==> config.mk <==
export PLATFORM = sky130hd
export DESIGN_NAME = multicycle_ctrl
export DESIGN_NICKNAME = d
export VERILOG_FILES = /design/src/rtl/multicycle_ctrl.sv
export SDC_FILE = /design/constraint.sdc
export NUM_CORES = 1
export LEC_CHECK = 0
export CAP_MARGIN = 10
export CORE_MARGIN = 3
export CORE_UTILIZATION = 53
export CTS_BUF_LIST = sky130_fd_sc_hd__clkbuf_16
export DETAILED_ROUTE_END_ITERATION = 10
export PLACE_DENSITY = 0.91
export SETUP_SLACK_MARGIN = 0.02
export SLEW_MARGIN = 20
export SYNTH_ARGS = -nofsm -noshare
export SYNTH_HDL_FRONTEND = slang
export SYNTH_SLANG_ARGS = --single-unit
==> constraint.sdc <==
create_clock -name i_clk -period 3.45 [get_ports i_clk]
set_clock_uncertainty 0.15 [all_clocks]
set_input_delay 0.69 -clock i_clk [delete_from_list [all_inputs] [get_ports i_clk]]
set_output_delay 0.69 -clock i_clk [all_outputs]
set_load 0.05 [all_outputs]
==> src/rtl/multicycle_ctrl.sv <==
// Control sequencer for the multi-cycle CPU datapath: steps each instruction through
// fetch/decode/execute/memory/writeback, owns the memory handshake and counts retirements.
module multicycle_ctrl #(
    parameter int unsigned CNT_W   = 16,
    parameter int unsigned TIMEOUT = 15
) (
    input  logic             i_clk,
    input  logic             i_reset,       // active-low, asynchronous
    input  logic             i_run,
    input  logic [3:0]       i_opcode,
    input  logic             i_zero,
    input  logic             i_mem_ready,
    output logic             o_mem_req,
    output logic             o_mem_we,
    output logic             o_addr_sel,
    output logic             o_ir_we,
    output logic             o_pc_we,
    output logic             o_rf_we,
    output logic [1:0]       o_pc_src,
    output logic [1:0]       o_alu_src_b,
    output logic [1:0]       o_alu_op,
    output logic             o_wb_sel,
    output logic [3:0]       o_state,
    output logic             o_halted,
    output logic             o_fault,
    output logic [1:0]       o_fault_code,
    output logic [CNT_W-1:0] o_retired
);

    typedef enum logic [3:0] {
        StIdle   = 4'd0,
        StFetch  = 4'd1,
        StDecode = 4'd2,
        StExec   = 4'd3,
        StAluWb  = 4'd4,
        StAddr   = 4'd5,
        StMemRd  = 4'd6,
        StMemWb  = 4'd7,
        StMemWr  = 4'd8,
        StBranch = 4'd9,
        StJump   = 4'd10,
        StHalt   = 4'd11,
        StErr    = 4'd12
    } state_e;

    localparam logic [3:0] OpAluR  = 4'h0;
    localparam logic [3:0] OpAluI  = 4'h1;
    localparam logic [3:0] OpLoad  = 4'h2;
    localparam logic [3:0] OpStore = 4'h3;
    localparam logic [3:0] OpBeq   = 4'h4;
    localparam logic [3:0] OpJump  = 4'h5;
    localparam logic [3:0] OpHalt  = 4'hF;

    // Last wait cycle: a still-low mem_ready here means the access has timed out.
    localparam logic [7:0] WaitLast = 8'(TIMEOUT - 1);

    state_e           r_state;
    state_e           w_next_state;
    logic [7:0]       r_wait;
    logic [1:0]       r_fault_code;
    logic [1:0]       w_fault_code_d;
    logic [CNT_W-1:0] r_retired;
    logic             w_retire;
    logic             w_wait_state;
    logic             w_wait_hit;

    assign w_wait_hit = (r_wait == WaitLast);

    always_comb begin
        w_next_state   = r_state;
        w_fault_code_d = r_fault_code;
        w_retire       = 1'b0;
        w_wait_state   = 1'b0;
        o_mem_req      = 1'b0;
        o_mem_we       = 1'b0;
        o_addr_sel     = 1'b0;
        o_ir_we        = 1'b0;
        o_pc_we        = 1'b0;
        o_rf_we        = 1'b0;
        o_pc_src       = 2'd0;
        o_alu_src_b    = 2'd0;
        o_alu_op       = 2'd0;
        o_wb_sel       = 1'b0;

        case (r_state)
            StIdle: begin
                if (i_run) w_next_state = StFetch;
            end
            StFetch: begin
                w_wait_state = 1'b1;
                o_mem_req    = 1'b1;
                o_alu_src_b  = 2'd2;
                if (i_mem_ready) begin
                    o_ir_we      = 1'b1;
                    o_pc_we      = 1'b1;
                    w_next_state = StDecode;
                end else if (w_wait_hit) begin
                    w_next_state   = StErr;
                    w_fault_code_d = 2'd2;
                end
            end
            StDecode: begin
                o_alu_src_b = 2'd1;
                case (i_opcode)
                    OpAluR, OpAluI:  w_next_state = StExec;
                    OpLoad, OpStore: w_next_state = StAddr;
                    OpBeq:           w_next_state = StBranch;
                    OpJump:          w_next_state = StJump;
                    OpHalt:          w_next_state = StHalt;
                    default: begin
                        w_next_state   = StErr;
                        w_fault_code_d = 2'd1;
                    end
                endcase
            end
            StExec: begin
                o_alu_op     = 2'd2;
                o_alu_src_b  = (i_opcode == OpAluI) ? 2'd1 : 2'd0;
                w_next_state = StAluWb;
            end
            StAluWb: begin
                o_rf_we      = 1'b1;
                w_retire     = 1'b1;
                w_next_state = StFetch;
            end
            StAddr: begin
                o_alu_src_b  = 2'd1;
                w_next_state = (i_opcode == OpLoad) ? StMemRd : StMemWr;
            end
            StMemRd: begin
                w_wait_state = 1'b1;
                o_mem_req    = 1'b1;
                o_addr_sel   = 1'b1;
                if (i_mem_ready) begin
                    w_next_state = StMemWb;
                end else if (w_wait_hit) begin
                    w_next_state   = StErr;
                    w_fault_code_d = 2'd2;
                end
            end
            StMemWb: begin
                o_rf_we      = 1'b1;
                o_wb_sel     = 1'b1;
                w_retire     = 1'b1;
                w_next_state = StFetch;
            end
            StMemWr: begin
                w_wait_state = 1'b1;
                o_mem_req    = 1'b1;
                o_mem_we     = 1'b1;
                o_addr_sel   = 1'b1;
                if (i_mem_ready) begin
                    w_retire     = 1'b1;
                    w_next_state = StFetch;
                end else if (w_wait_hit) begin
                    w_next_state   = StErr;
                    w_fault_code_d = 2'd2;
                end
            end
            StBranch: begin
                o_alu_op     = 2'd1;
                o_pc_we      = i_zero;
                o_pc_src     = 2'd1;
                w_retire     = 1'b1;
                w_next_state = StFetch;
            end
            StJump: begin
                o_pc_we      = 1'b1;
                o_pc_src     = 2'd2;
                w_retire     = 1'b1;
                w_next_state = StFetch;
            end
            StHalt, StErr: begin
                w_next_state = r_state;
            end
            default: begin
                w_next_state = StIdle;
            end
        endcase
    end

    always_ff @(posedge i_clk or negedge i_reset) begin
        if (!i_reset) begin
            r_state      <= StIdle;
            r_wait       <= 8'd0;
            r_fault_code <= 2'd0;
            r_retired    <= '0;
        end else begin
            r_state      <= w_next_state;
            r_fault_code <= w_fault_code_d;
            // Counts only while a wait state keeps stalling; any completion or move clears it.
            if (w_wait_state && !i_mem_ready && (w_next_state == r_state)) begin
                r_wait <= r_wait + 8'd1;
            end else begin
                r_wait <= 8'd0;
            end
            if (w_retire) begin
                r_retired <= r_retired + CNT_W'(1);
            end
        end
    end

    assign o_state      = r_state;
    assign o_halted     = (r_state == StHalt);
    assign o_fault      = (r_state == StErr);
    assign o_fault_code = r_fault_code;
    assign o_retired    = r_retired;

endmodule
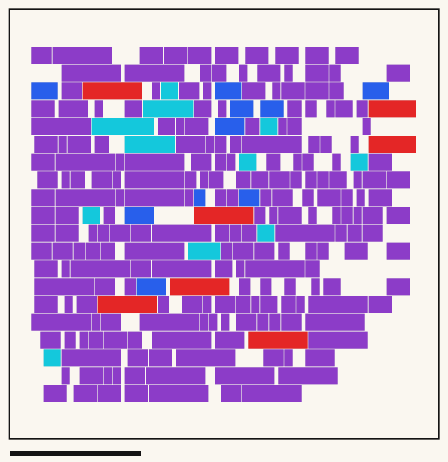
run_1/drive_strength.png
The bar under the picture is 20 um long.
[blue] drive 2 | cells: 10
[red] drive 6 and up | cells: 7
[cyan] drive 3 to 4 | cells: 11
[purple] drive 1 or less | cells: 220
Buffers, non-clock: 50
final instance area: 2510 sq um
Final Worst Setup Slack: 0.306 ns
Area growth syn-to-layout: 34.2%

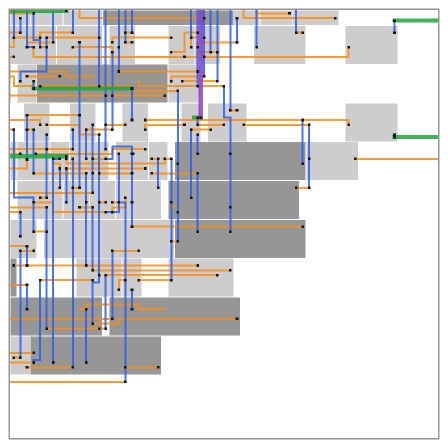
run_1/zoom.png
Region (34, 1) to (64, 31) um. Cells in gray, sequential cells in the stronger gray; small squares are vias.
[orange] met1
[purple] met4
[green] met3
[blue] met2
cells with their middle in the window: 36
sequential cells in the window: 7
netlist names of flops here include: `r_wait` (5), `o_fault_code` (2)
most frequent: dfrtp_1 (7)

==> results_dict.tcl, run 1 <==
# collected from the flow reports
set metrics [dict create \
    status "completed" \
    tightestPinTransition_ns 0.609 \
    syn_inst 203 \
    portBuffers 45 \
    final_common_cell "clkdlybuf4s50_1" \
    seq_share 0.299 \
    gp_congestion 0.834 \
    clockBufferDepth 2 \
    diodes 0 \
    period_used_share 0.911 \
    drc 0 \
    cp-endpoint "o_addr_sel" \
    crit_start "o_state[3]$_DFF_PN0_" \
    yosysTopAreaCell "dfrtp_1" \
    routed_via_density 5.53 \
    place_area_sq_um 2370 \
    largest_reg_flops 16 \
    logic_gate_count 152 \
    netlist-cell-type-count 42 \
    dr.pass1.iters 4 \
    synth.top_cell.area_share 0.401 \
    warnings 27 \
    logic_area_sq_um 1030 \
    hold_buffers 0 \
    routed_wl_mm 4.35 \
    placed_cells 284 \
    cap_violations 0 \
    grt_pass1_wl_mm 7.58 \
    core-area_sq_um 3200 \
    synth_warnings 0 \
    top_usage_layer "met2" \
    ys_async_sr_fraction 1.00 \
    grt_pass1_vias 1653 \
    ff_count 30 \
    crit_path_start_kind "register" \
    relSlewSlack 0.594 \
    hold_viol 0 \
    ys_seq_share 0.401 \
    lay_top_cells "42 x clkdlybuf4s50_1, 30 x dfrtp_1, 27 x nor2_1" \
    final_antenna_net_count 0 \
    netlist_top_cells_count "30 x dfrtp_1, 27 x nor2_1, 15 x xor2_1, 12 x a21oi_1, 11 x nor3_1" \
    die_h_um 65.4 \
    top_layer_used "met4" \
    path_cells "nand2b_1 -> mux2_2 -> nor2_1 -> clkdlybuf4s50_1" \
    combPwrFrac 0.584 \
]
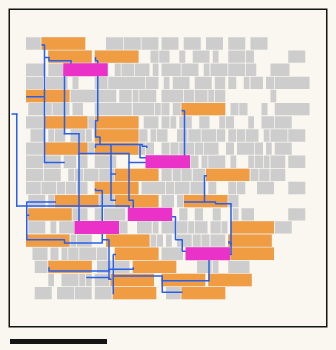
run_1/clock_map.png
The bar under the picture is 20 um long.
[orange] flip-flops | count: 30
[magenta] cells driving clock nets | count: 5
[blue] clock wires | length: 391 um
routed clock nets: 6
clock group total power: 0.000412 W
clock group share of total power: 0.172

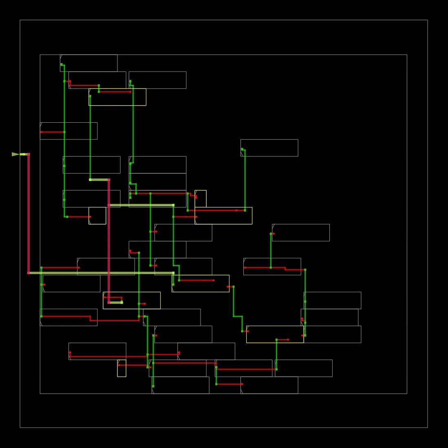
run_1/final_clocks.png
cts bufs inserted: 5
# clk buffers: 5
clk sinks: 30
clk_lat worst skew: 0.27 ns

-- run 1: power groups by stage --
stage / Combinational (W) / Sequential (W) / Clock [W]
3_3_place_gp: 0.00138 / 0.000582 / 0
5_1_grt: 0.00149 / 0.000605 / 0.000435
2_1_floorplan: 0.000845 / 0.000732 / 0
4_1_cts: 0.00140 / 0.000583 / 0.000418
6_report: 0.00140 / 0.000583 / 0.000412
3_5_place_dp: 0.00139 / 0.000586 / 0
-- run 1: how the worst min path moves through the flow --
| stage | startpoint | endpoint | slack (ns) | depth (start not counted) |
|---|---|---|---|---|
| 2_1_floorplan | i_reset | o_fault_code[0]$_DFFE_PN0P_ | 0.24 | 0 |
| 3_5_place_dp | o_retired[15]$_DFFE_PN0P_ | o_retired[15]$_DFFE_PN0P_ | 0.31 | 1 |
| 6_report | o_retired[15]$_DFFE_PN0P_ | o_retired[15]$_DFFE_PN0P_ | 0.33 | 1 |
| 4_1_cts | o_retired[15]$_DFFE_PN0P_ | o_retired[15]$_DFFE_PN0P_ | 0.32 | 1 |
| 3_3_place_gp | o_retired[15]$_DFFE_PN0P_ | o_retired[15]$_DFFE_PN0P_ | 0.31 | 1 |
| 5_1_grt | o_retired[15]$_DFFE_PN0P_ | o_retired[15]$_DFFE_PN0P_ | 0.35 | 1 |
-- run 1: cell families after synthesis --
| group | after synthesis | synth area share |
|---|---|---|
| DFF | 30 | 0.401 |
| xor gates and xnor gates | 22 | 0.103 |
| buffers and inverters | 21 | 0.0555 |
| adders and majority gates | 3 | 0.0201 |
| and+or+nand+nor | 89 | 0.256 |
| muxes | 3 | 0.0181 |
| AOI/OAI and AO/OA | 35 | 0.146 |
run_1/registers.png
The bar under the picture is 20 um long. Other cells in gray.
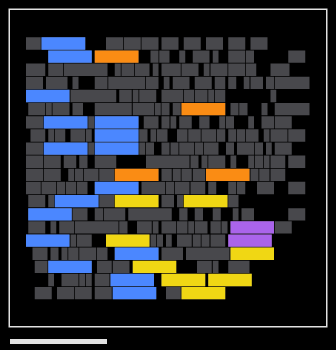

==> run 1 -> run 2 <==
--- a/config.mk
+++ b/config.mk
@@ -7,10 +7,10 @@
 export LEC_CHECK = 0
 export CAP_MARGIN = 10
 export CORE_MARGIN = 3
-export CORE_UTILIZATION = 53
+export CORE_UTILIZATION = 44
 export CTS_BUF_LIST = sky130_fd_sc_hd__clkbuf_16
 export DETAILED_ROUTE_END_ITERATION = 10
-export PLACE_DENSITY = 0.91
+export PLACE_DENSITY = 0.81
 export SETUP_SLACK_MARGIN = 0.02
 export SLEW_MARGIN = 20
 export SYNTH_ARGS = -nofsm -noshare
==> constraint.sdc (replaced) <==
create_clock -name i_clk -period 2.8 [get_ports i_clk]
set_clock_uncertainty 0.15 [all_clocks]
set_input_delay 0.56 -clock i_clk [delete_from_list [all_inputs] [get_ports i_clk]]
set_output_delay 0.56 -clock i_clk [all_outputs]
set_load 0.05 [all_outputs]
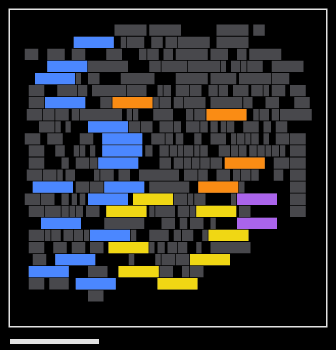
run_2/registers.png
The bar under the picture is 20 um long. Other cells in gray.
[purple] `o_fault_code` | sequential cells: 2
[blue] `o_retired` | sequential cells: 16
[yellow] `r_wait` | sequential cells: 8 | where: bottom middle
[orange] `o_state` | sequential cells: 4
flop share of the area: 0.280
seq pwr: 0.000724 W
Seq. cell area: 751 sq um

==> run 2 against run 1 <==
- global-route usage down 5.3 points
- flip-flop count is the same
- combinational power is 36% higher
- non-clock buffer count rose by 3
- synthesized cell count unchanged
- worst hold slack better by 0.012 ns
- first-iteration DRC count rose by 39%
- critical path depth is 3 higher
- cell count up 3.1%
==> results_dict.tcl, run 2 <==
# collected from the flow reports
set metrics [dict create \
    netlist_top_cells_count "30 x dfrtp_1, 27 x nor2_1, 15 x xor2_1, 12 x a21oi_1, 11 x nor3_1" \
    ys_seq_share 0.401 \
    cts_buffers 5 \
    clk_latency_ns 0.27 \
    portBuffers 45 \
    placed_cells 293 \
    hold_viol 0 \
    warnings 28 \
    diodes 0 \
    synth_warnings 0 \
    crit_path_start_kind "register" \
    netlist-cell-type-count 42 \
    lay_top_cells "30 x dfrtp_1, 27 x clkdlybuf4s50_1, 23 x nor2_1" \
    cts_sinks 30 \
    cap_violations 0 \
    synth.top_cell.area_share 0.401 \
    gp_congestion 0.831 \
    relSlewSlack 0.628 \
    grt_pass1_vias 1690 \
    syn_inst 203 \
    holdPathStages 1 \
    cp-endpoint "o_ir_we" \
    area_growth_pct 43.4 \
    routed_via_density 5.39 \
    dr.pass1.iters 4 \
    die_h_um 71.2 \
    hp-start "o_fault_code[1]$_DFFE_PN0P_" \
    final_antenna_net_count 0 \
    status "completed" \
    ys_async_sr_fraction 1.00 \
    path_cells "inv_1 -> ha_1 -> nand4b_1 -> or4_1 -> a21oi_1 -> nor2b_2 -> buf_12" \
    crit_start "r_wait[0]$_DFF_PN0_" \
    hold_buffers 0 \
]
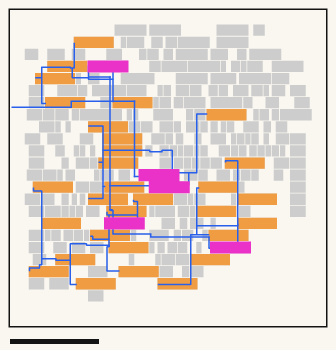
run_2/clock_map.png
The bar under the picture is 20 um long.
[blue] clock wires | length: 396 um
[orange] flip-flops | count: 30
[magenta] cells driving clock nets | count: 5
routed clock nets: 6
clock group total power: 0.000503 W
clock group share of total power: 0.161

run 2: cell counts after synthesis:
Identical to the previous run, type by type.
run 2: layout make-up:
class	instances	area, sq um	share of cell area
inverters	8	30.0	0.0112
clock inverters	3	16.3	0.00606
clock buffers	5	125	0.0466
well taps	50	62.6	0.0233
flip-flops and latches	30	751	0.280
repair buffers	53	628	0.234
multi-input cells	152	1070	0.399
run 2: worst max-delay path: cells and delay by family, from the launching register on:
kind | cells | cell delay, ns
compound gates | 1 | 0.26
buf+inv | 2 | 0.22
flops | 1 | 0.41
fa+ha+maj | 1 | 0.13
simple gates | 3 | 0.62
run 2: cells by family (layout without fill, tap and decap cells):
| logic type | after synthesis | count (layout) | share of synthesized area |
|---|---|---|---|
| flip-flops | 30 | 30 | 0.401 |
| AND-OR/OR-AND | 35 | 35 | 0.146 |
| adder cells (fa/ha/maj) | 3 | 3 | 0.0201 |
| buffers and inverters | 21 | 69 | 0.0555 |
| multiplexers | 3 | 3 | 0.0181 |
| XOR/XNOR | 22 | 22 | 0.103 |
| AND/OR/NAND/NOR | 89 | 89 | 0.256 |
run 2: routing by layer:
metal | GRT usage | up-vias | wire (um)
met3 | 0.0497 | 5 | 275
li1 | - | 795 | -
met4 | 0.0647 | 0 | 46
met2 | 0.283 | 59 | 1970
met1 | 0.226 | 763 | 1900
met5 | 0 | - | 0
run 2: power by group:
part | total, W | internal [W] | leakage (nW) | switching (W)
clock | 0.000503 | 0.000323 | 0.0672 | 0.000180
combinational | 0.00190 | 0.000755 | 0.684 | 0.00115
sequential | 0.000724 | 0.000526 | 0.385 | 0.000198
run 2: metrics by stage:
step	instance area [sq um]	utilization
global placement	2540	0.626
floorplan	1920	-
detailed placement	2540	0.626
finish	2680	0.661
CTS	2680	0.661
global route	2680	0.661
run_2/zoom.png
Region (38, 3) to (68, 33) um. Cells in gray, sequential cells in the stronger gray; small squares are vias.
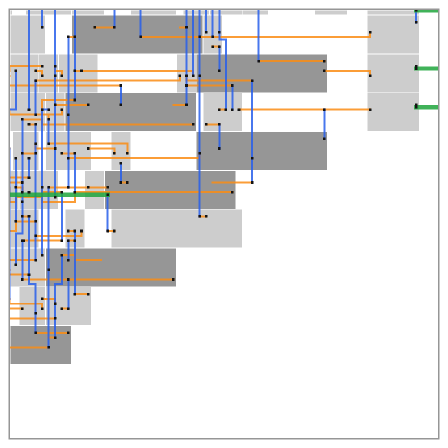

==> run 2 -> run 3 <==
--- a/config.mk
+++ b/config.mk
@@ -5,11 +5,12 @@
 export SDC_FILE = /design/constraint.sdc
 export NUM_CORES = 1
 export LEC_CHECK = 0
-export CAP_MARGIN = 10
 export CORE_MARGIN = 3
 export CORE_UTILIZATION = 44
 export CTS_BUF_LIST = sky130_fd_sc_hd__clkbuf_16
 export DETAILED_ROUTE_END_ITERATION = 10
+export GPL_ROUTABILITY_DRIVEN = 0
+export MAX_ROUTING_LAYER = met4
 export PLACE_DENSITY = 0.81
 export SETUP_SLACK_MARGIN = 0.02
 export SLEW_MARGIN = 20
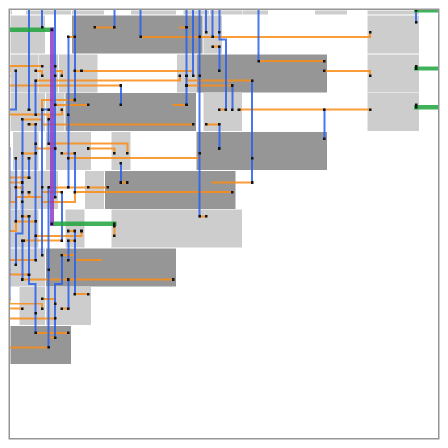
run_3/zoom.png
Region (38, 3) to (68, 33) um. Cells in gray, sequential cells in the stronger gray; small squares are vias.
[orange] met1
[blue] met2
[green] met3
[purple] met4
sequential cells in the window: 6
cells with their middle in the window: 28
netlist names of flops here include: `r_wait` (3), `o_fault_code` (2)
most frequent: dfrtp_1 (6), nor2_1 (5)

==> run 3 against run 2 <==
- die size unchanged
- register-to-register slack hardly changed
- core utilization unchanged
- critical path type unchanged
- worst hold slack about the same
- routed wire length about the same
- count of clock-buffer cells in the layout stayed put
- global-route usage increased by 0.44 points
- first-iteration DRC count fell by 5.1%
==> results_dict.tcl, run 3 <==
# collected from the flow reports
set metrics [dict create \
    status "completed" \
    area_growth_pct 43.4 \
    grt_pass1_vias 1689 \
    placed_cells 293 \
    holdPathStages 1 \
    power_frac_clock 0.161 \
    period_used_share 0.938 \
    tightestPinTransition_ns 0.558 \
    worst_slack_ns 0.175 \
    lay_top_cells "30 x dfrtp_1, 27 x clkdlybuf4s50_1, 23 x nor2_1" \
    topCombFamilyByArea "simple AND/OR/NAND/NOR gates" \
    hold_viol 0 \
    crit_path_start_kind "register" \
    p_seq_w 0.000724 \
    final_antenna_net_count 0 \
    largest_reg_flops 16 \
    cp_top_family "simple AND/OR/NAND/NOR gates" \
    drc 0 \
    synthAoiAreaFrac 0.146 \
    crit_start "r_wait[0]$_DFF_PN0_" \
    yosysTopAreaCell "dfrtp_1" \
    crit_cells 7 \
    routed_via_density 5.38 \
    cts_sinks 30 \
    xor_area_frac 0.103 \
    diodes 0 \
    synth.top_cell.area_share 0.401 \
    synth_warnings 0 \
    cap_violations 0 \
    syn_inst 203 \
    portBuffers 45 \
    hp-start "o_fault_code[1]$_DFFE_PN0P_" \
    hold_buffers 0 \
    ys_async_sr_fraction 1.00 \
    ys_sh_simple 0.256 \
    core-area_sq_um 4060 \
    final_common_cell "dfrtp_1" \
    p_sw_w 0.00152 \
    adder_share 0.0201 \
    cp-endpoint "o_ir_we" \
    relSlewSlack 0.628 \
    ys_seq_share 0.401 \
    die_h_um 71.2 \
    combPwrFrac 0.608 \
    power_leader "combinational logic" \
    path_cells "inv_1 -> ha_1 -> nand4b_1 -> or4_1 -> a21oi_1 -> nor2b_2 -> buf_12" \
    clk_latency_ns 0.27 \
    netlist_top_cells_count "30 x dfrtp_1, 27 x nor2_1, 15 x xor2_1, 12 x a21oi_1, 11 x nor3_1" \
]
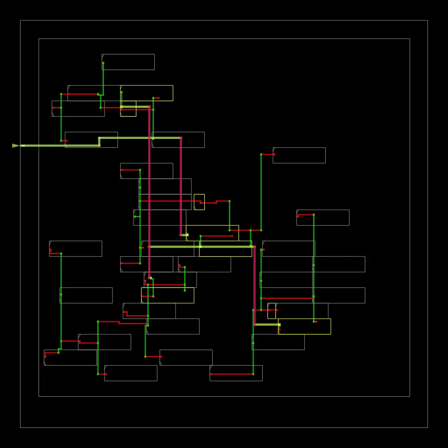
run_3/final_clocks.png
clock group total power: 0.000504 W
flop count: 30

run 3: cell counts in the layout (fill, tap and decap cells not counted):
Identical to the previous run, type by type.
run 3: routing by layer:
layer  part of all wire  vias to the layer above  GRT usage
li1                   -                      795          -
met1               0.46                      759      0.227
met2               0.47                       58      0.283
met3              0.062                        7     0.0398
met4              0.014                        0     0.0710
met5                  0                        -          -
run 3: worst min path at each step:
stage / end / slack, ns
global route: o_retired[15]$_DFFE_PN0P_ / 0.35
global placement: o_retired[15]$_DFFE_PN0P_ / 0.31
detailed placement: o_retired[15]$_DFFE_PN0P_ / 0.33
finish: o_fault_code[1]$_DFFE_PN0P_ / 0.34
floorplan: o_fault_code[0]$_DFFE_PN0P_ / 0.11
CTS: o_retired[15]$_DFFE_PN0P_ / 0.34
run 3: final cells by class:
class	count	area, sq um	area share
Timing Repair Buffer	53	628	0.234
Tap cell	50	62.6	0.0233
Multi-Input combinational cell	152	1070	0.399
Sequential cell	30	751	0.280
Clock buffer	5	125	0.0466
Inverter	8	30.0	0.0112
Clock inverter	3	16.3	0.00606
run 3: worst register-to-register path, stage by stage (launching register included):
cell      delay (ns)
dfrtp_1         0.66
buf_4           0.24
xor2_1          0.07
a21oi_1         0.23
or2_0           0.36
o21bai_1        0.28
nor2_1          0.10
run 3: cell families after synthesis:
| logic type | after synthesis |
|---|---|
| AOI/OAI and AO/OA | 35 |
| adders and majority gates | 3 |
| muxes | 3 |
| DFF | 30 |
| buffers and inverters | 21 |
| and+or+nand+nor | 89 |
| xor gates and xnor gates | 22 |
run 3: per-stage QoR:
stage	cell area [sq um]	util	hold WS, ns
CTS	2680	0.661	0.337
detailed placement	2540	0.626	0.328
global placement	2540	0.626	0.310
global route	2680	0.661	0.347
finish	2680	0.661	0.338
floorplan	1920	-	0.114
Power is estimated from default activity; no workload was simulated.
